## config.mk

```make
export PLATFORM = sky130hd
export DESIGN_NAME = spare_candidate_generator
export DESIGN_NICKNAME = d
export VERILOG_FILES = /design/src/rtl/bira_pkg.sv /design/src/rtl/popcount_successor.sv /design/src/rtl/spare_candidate_generator.sv
export SDC_FILE = /design/constraint.sdc
export NUM_CORES = 1
export LEC_CHECK = 0
export ABC_AREA = 1
export ABC_CLOCK_PERIOD_IN_PS = 2700
export CAP_MARGIN = 20
export CORE_MARGIN = 3
export CORE_UTILIZATION = 45
export CTS_BUF_LIST = sky130_fd_sc_hd__clkbuf_8
export DETAILED_ROUTE_END_ITERATION = 16
export GPL_ROUTABILITY_DRIVEN = 0
export HOLD_SLACK_MARGIN = 0.03
export PLACE_DENSITY = 0.78
export SYNTH_ARGS = -nofsm -noshare
export SYNTH_HDL_FRONTEND = slang
export SYNTH_SLANG_ARGS = --single-unit
```

## constraint.sdc

```tcl
create_clock -name clk -period 2.7 [get_ports clk]
set_input_delay 0.54 -clock clk [delete_from_list [all_inputs] [get_ports clk]]
set_output_delay 0.54 -clock clk [all_outputs]
set_load 0.03 [all_outputs]
```

## src/rtl/bira_pkg.sv

```systemverilog
// Shared definitions for the built-in redundancy analysis blocks.
// Holds the sweep FSM state type, the default DSSS/RLSS widths and
// popcounts, the first/last candidate words and a helper that returns
// the total number of (DSSS, RLSS) candidates. The signal validity
// checker reuses the same constants.
package bira_pkg;

    typedef enum logic [1:0] {
        StIdle,
        StRun,
        StDone
    } state_e;

    localparam int unsigned DsssW = 8;
    localparam int unsigned DsssK = 4;
    localparam int unsigned RlssW = 4;
    localparam int unsigned RlssK = 2;

    // Smallest and largest words with the required popcount.
    localparam logic [DsssW-1:0] DsssStart = 8'h0F;
    localparam logic [DsssW-1:0] DsssLast  = 8'hF0;
    localparam logic [RlssW-1:0] RlssStart = 4'h3;
    localparam logic [RlssW-1:0] RlssLast  = 4'hC;

    // Binomial coefficient; only ever evaluated at elaboration time.
    function automatic int unsigned n_choose_k(input int unsigned n, input int unsigned k);
        int unsigned res;
        res = 1;
        for (int unsigned i = 0; i < k; i++) begin
            res = res * (n - i) / (i + 1);
        end
        return res;
    endfunction

    function automatic int unsigned total_candidates(input int unsigned dw, input int unsigned dk,
                                                     input int unsigned rw, input int unsigned rk);
        return n_choose_k(dw, dk) * n_choose_k(rw, rk);
    endfunction

endpackage

```

## src/rtl/popcount_successor.sv

```systemverilog
// Combinational Gosper step: returns the next larger word with the same
// number of set bits as x.
//   x    : current word (W bits, nonzero)
//   next : successor with equal popcount (wraps/overflows past the largest)
// The divide by the lowest set bit is replaced by a right shift by its
// position, found with a priority encoder.
module popcount_successor #(
    parameter int unsigned W = 8
) (
    input  logic [W-1:0] x,
    output logic [W-1:0] next
);

    localparam int unsigned LW = (W > 1) ? $clog2(W) : 1;

    logic [W-1:0]  low_bit;
    logic [W-1:0]  ripple;
    logic [LW-1:0] low_pos;

    always_comb begin
        low_bit = x & (~x + W'(1));
        ripple  = x + low_bit;
        low_pos = '0;
        // low_bit is one-hot, so at most one iteration matches
        for (int i = 0; i < int'(W); i++) begin
            if (low_bit[i]) begin
                low_pos = LW'(i);
            end
        end
        next = ripple | (((ripple ^ x) >> 2) >> low_pos);
    end

endmodule

```

## src/rtl/spare_candidate_generator.sv

```systemverilog
// Enumerates every (DSSS, RLSS) spare-allocation candidate for the
// redundancy analyser over a valid/ready handshake, RLSS innermost, each
// word stepping through increasing values of fixed popcount.
//   clk, rst_n       : clock, asynchronous active-low reset
//   start            : begin a sweep (IDLE only)
//   abort            : return to IDLE from any state, no done pulse
//   out_ready        : consumer accepts current candidate
//   out_valid        : dsss/rlss/cand_idx hold a valid candidate
//   dsss, rlss       : current candidate words
//   cand_idx         : 0-based ordinal of the current candidate
//   busy             : high while sweeping
//   done             : one-cycle pulse after the last candidate transfers
module spare_candidate_generator
    import bira_pkg::*;
#(
    parameter int unsigned DSSS_W = DsssW,
    parameter int unsigned DSSS_K = DsssK,
    parameter int unsigned RLSS_W = RlssW,
    parameter int unsigned RLSS_K = RlssK,
    parameter int unsigned IDX_W  = 9
) (
    input  logic              clk,
    input  logic              rst_n,
    input  logic              start,
    input  logic              abort,
    input  logic              out_ready,
    output logic              out_valid,
    output logic [DSSS_W-1:0] dsss,
    output logic [RLSS_W-1:0] rlss,
    output logic [IDX_W-1:0]  cand_idx,
    output logic              busy,
    output logic              done
);

    localparam logic [DSSS_W-1:0] DsssFirst = ~({DSSS_W{1'b1}} << DSSS_K);
    localparam logic [RLSS_W-1:0] RlssFirst = ~({RLSS_W{1'b1}} << RLSS_K);
    localparam logic [RLSS_W-1:0] RlssMax   = RlssFirst << (RLSS_W - RLSS_K);
    localparam int unsigned       NumCand   = total_candidates(DSSS_W, DSSS_K, RLSS_W, RLSS_K);
    localparam logic [IDX_W-1:0]  LastIdx   = IDX_W'(NumCand - 1);

    state_e            state;
    logic [DSSS_W-1:0] dsss_next;
    logic [RLSS_W-1:0] rlss_next;
    logic              xfer;

    assign xfer = out_valid && out_ready;

    popcount_successor #(
        .W(DSSS_W)
    ) u_dsss_succ (
        .x   (dsss),
        .next(dsss_next)
    );

    popcount_successor #(
        .W(RLSS_W)
    ) u_rlss_succ (
        .x   (rlss),
        .next(rlss_next)
    );

    always_ff @(posedge clk or negedge rst_n) begin
        if (!rst_n) begin
            state     <= StIdle;
            out_valid <= 1'b0;
            busy      <= 1'b0;
            done      <= 1'b0;
            dsss      <= '0;
            rlss      <= '0;
            cand_idx  <= '0;
        end else begin
            done <= 1'b0;
            if (abort) begin
                // Candidate registers deliberately keep their last values.
                state     <= StIdle;
                out_valid <= 1'b0;
                busy      <= 1'b0;
            end else begin
                unique case (state)
                    StIdle: begin
                        if (start) begin
                            dsss      <= DsssFirst;
                            rlss      <= RlssFirst;
                            cand_idx  <= '0;
                            out_valid <= 1'b1;
                            busy      <= 1'b1;
                            state     <= StRun;
                        end
                    end
                    StRun: begin
                        if (xfer) begin
                            if (cand_idx == LastIdx) begin
                                out_valid <= 1'b0;
                                busy      <= 1'b0;
                                done      <= 1'b1;
                                state     <= StDone;
                            end else begin
                                cand_idx <= cand_idx + IDX_W'(1);
                                if (rlss == RlssMax) begin
                                    rlss <= RlssFirst;
                                    dsss <= dsss_next;
                                end else begin
                                    rlss <= rlss_next;
                                end
                            end
                        end
                    end
                    StDone: begin
                        state <= StIdle;
                    end
                    default: begin
                        state <= StIdle;
                    end
                endcase
            end
        end
    end

endmodule
```

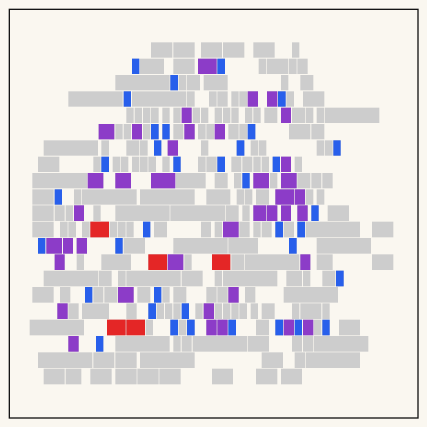
Fig. 1. Selected gate families.
Drawn at 6 px/µm.
- blue: inverters (cells 36)
- red: XOR/XNOR gates (cells 5)
- purple: inverting AOI/OAI gates (cells 39)

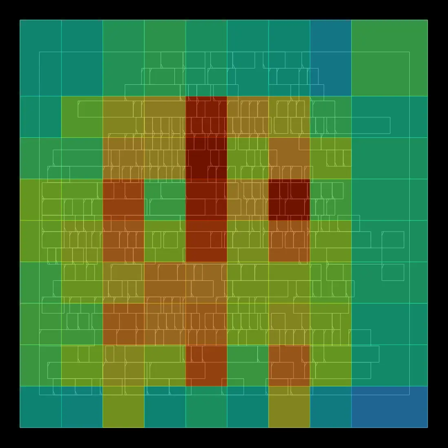
Fig. 2. Routing congestion.
met2 demand-to-capacity share in global routing: 29.65%
most heavily used metal layer in global routing: met1
GRT Total Usage: 20.15%

## registers in the layout, indices dropped and copies added (netlist names)
name	cells
dsss	8
cand_idx	9
rlss	4
state	2
busy	1
done	1
## power by group through the flow
stage | sequential, µW | combinational (µW) | clock [µW]
6_report | 519 | 626 | 226
5_1_grt | 533 | 694 | 246
3_3_place_gp | 527 | 618 | 0
3_5_place_dp | 525 | 620 | 0
4_1_cts | 518 | 623 | 233
2_1_floorplan | 619 | 315 | 0
## final cells by class
type | count | area share (%)
Sequential cell | 25 | 29.66
Timing Repair Buffer | 30 | 14.00
Tap cell | 46 | 2.728
Clock buffer | 3 | 1.957
Multi-Input combinational cell | 185 | 45.02
Inverter | 36 | 6.406
Clock inverter | 1 | 0.2372
## worst paths after layout
kind	endpoint	slack (ns)	from	cells past startpoint
min reg2reg	dsss[7]	0.56	dsss[7]	1
max	dsss[1]	0.58	abort	11
max reg2reg	dsss[5]	0.71	cand_idx[0]	10
max in group asynchronous	dsss[5]	1.83	rst_n	2
min	dsss[7]	0.56	dsss[7]	1
min in group asynchronous	cand_idx[1]	0.62	rst_n	2
## layer usage
layer  up-vias  routed length, µm  track usage [%]
met5         -                  0                0
met4         0                 19            4.467
met3         2                234            4.269
met2        52               1867            29.65
met1       805               2021            30.22
li1        877                  -                -
## stage by stage
step                      setup WS [ns]  util [%]  hold slack (ns)  power, µW
after CTS                        0.6167     59.91           0.5646       1375
final                            0.5776     59.91           0.5588       1372
after floorplan                  0.9417         -           0.2444      934.1
after global placement           0.4226     58.60           0.5409       1145
after detailed placement         0.3232     58.60           0.5420       1145
after global routing             0.3417     59.91           0.5828       1472
==> run notes <==
Main metrics from the flow reports.

The run finished with clean final reports. In the layout the commonest cells are 62 x sky130_fd_sc_hd__nand2_1, 32 x sky130_fd_sc_hd__inv_1, 28 x sky130_fd_sc_hd__clkdlybuf4s50_1. The share of cell area taken by muxes after synthesis came out at 0%. The internal power of the cells is 760.7 µW.

The post-placement cell count is 322. The post-synthesis sequential element count came out at 25. The smallest clock period supported by the final layout is computed as 2.122 ns. The longest clock path from root to sink contains 2 buffers. The maximum vdd drop is 0.4403 mV. The cell area after synthesis came out at 1723 µm².

In this run the tightest slew margin relative to its limit is 75.62%. The row count came out at 21. The transition time recorded at the tightest slew-check pin is 0.3623 ns. The post-cts sizing count is 0. Synthesis produced a netlist with a net count of 254.

The share of synthesized registers carrying an async set or reset is 100.0%. CTS placed an instance of sky130_fd_sc_hd__clkbuf_8 at the clock tree root. The class of the most critical setup path is in -> reg. The fraction of layout cells with a size suffix above 1 is 10.71%.

The total wirelength of the detailed-routed design is 4.143 mm. Detailed placement finished with a half-perimeter wire length of 3.158 mm. The clock drives 25 sinks. The instance area at placement came out at 2063 µm². The clock network fraction of design power came out at 16.5%. After synthesis, the cell types taking the most area are sky130_fd_sc_hd__dfrtp_1 36%, sky130_fd_sc_hd__nand2_1 14%, sky130_fd_sc_hd__inv_1 7.0%.

The largest net degree at the start of global routing is 26. The number of setup buffers added after CTS is 0. CTS added clock buffers totalling 3.

The multi-input combinational cells in the finished layout cover a total of 949.7 µm². The number of max-slew violations in the final report came out at 0. In this run, the synthesized area fraction spent on AND-OR/OR-AND gates is recorded as 13.94%. The sum of negative setup slack is 0 ns. The simple-gate area share of the yosys netlist came out at 37.91%. The worst setup skew after layout came out at 0.001941 ns. The portion of total power attributed to sequential cells is 37.8%. The combinational fraction of design power is 45.7%.

The count of hold buffers inserted by post-cts repair came out at 0.
Power is estimated from default activity; no workload was simulated.
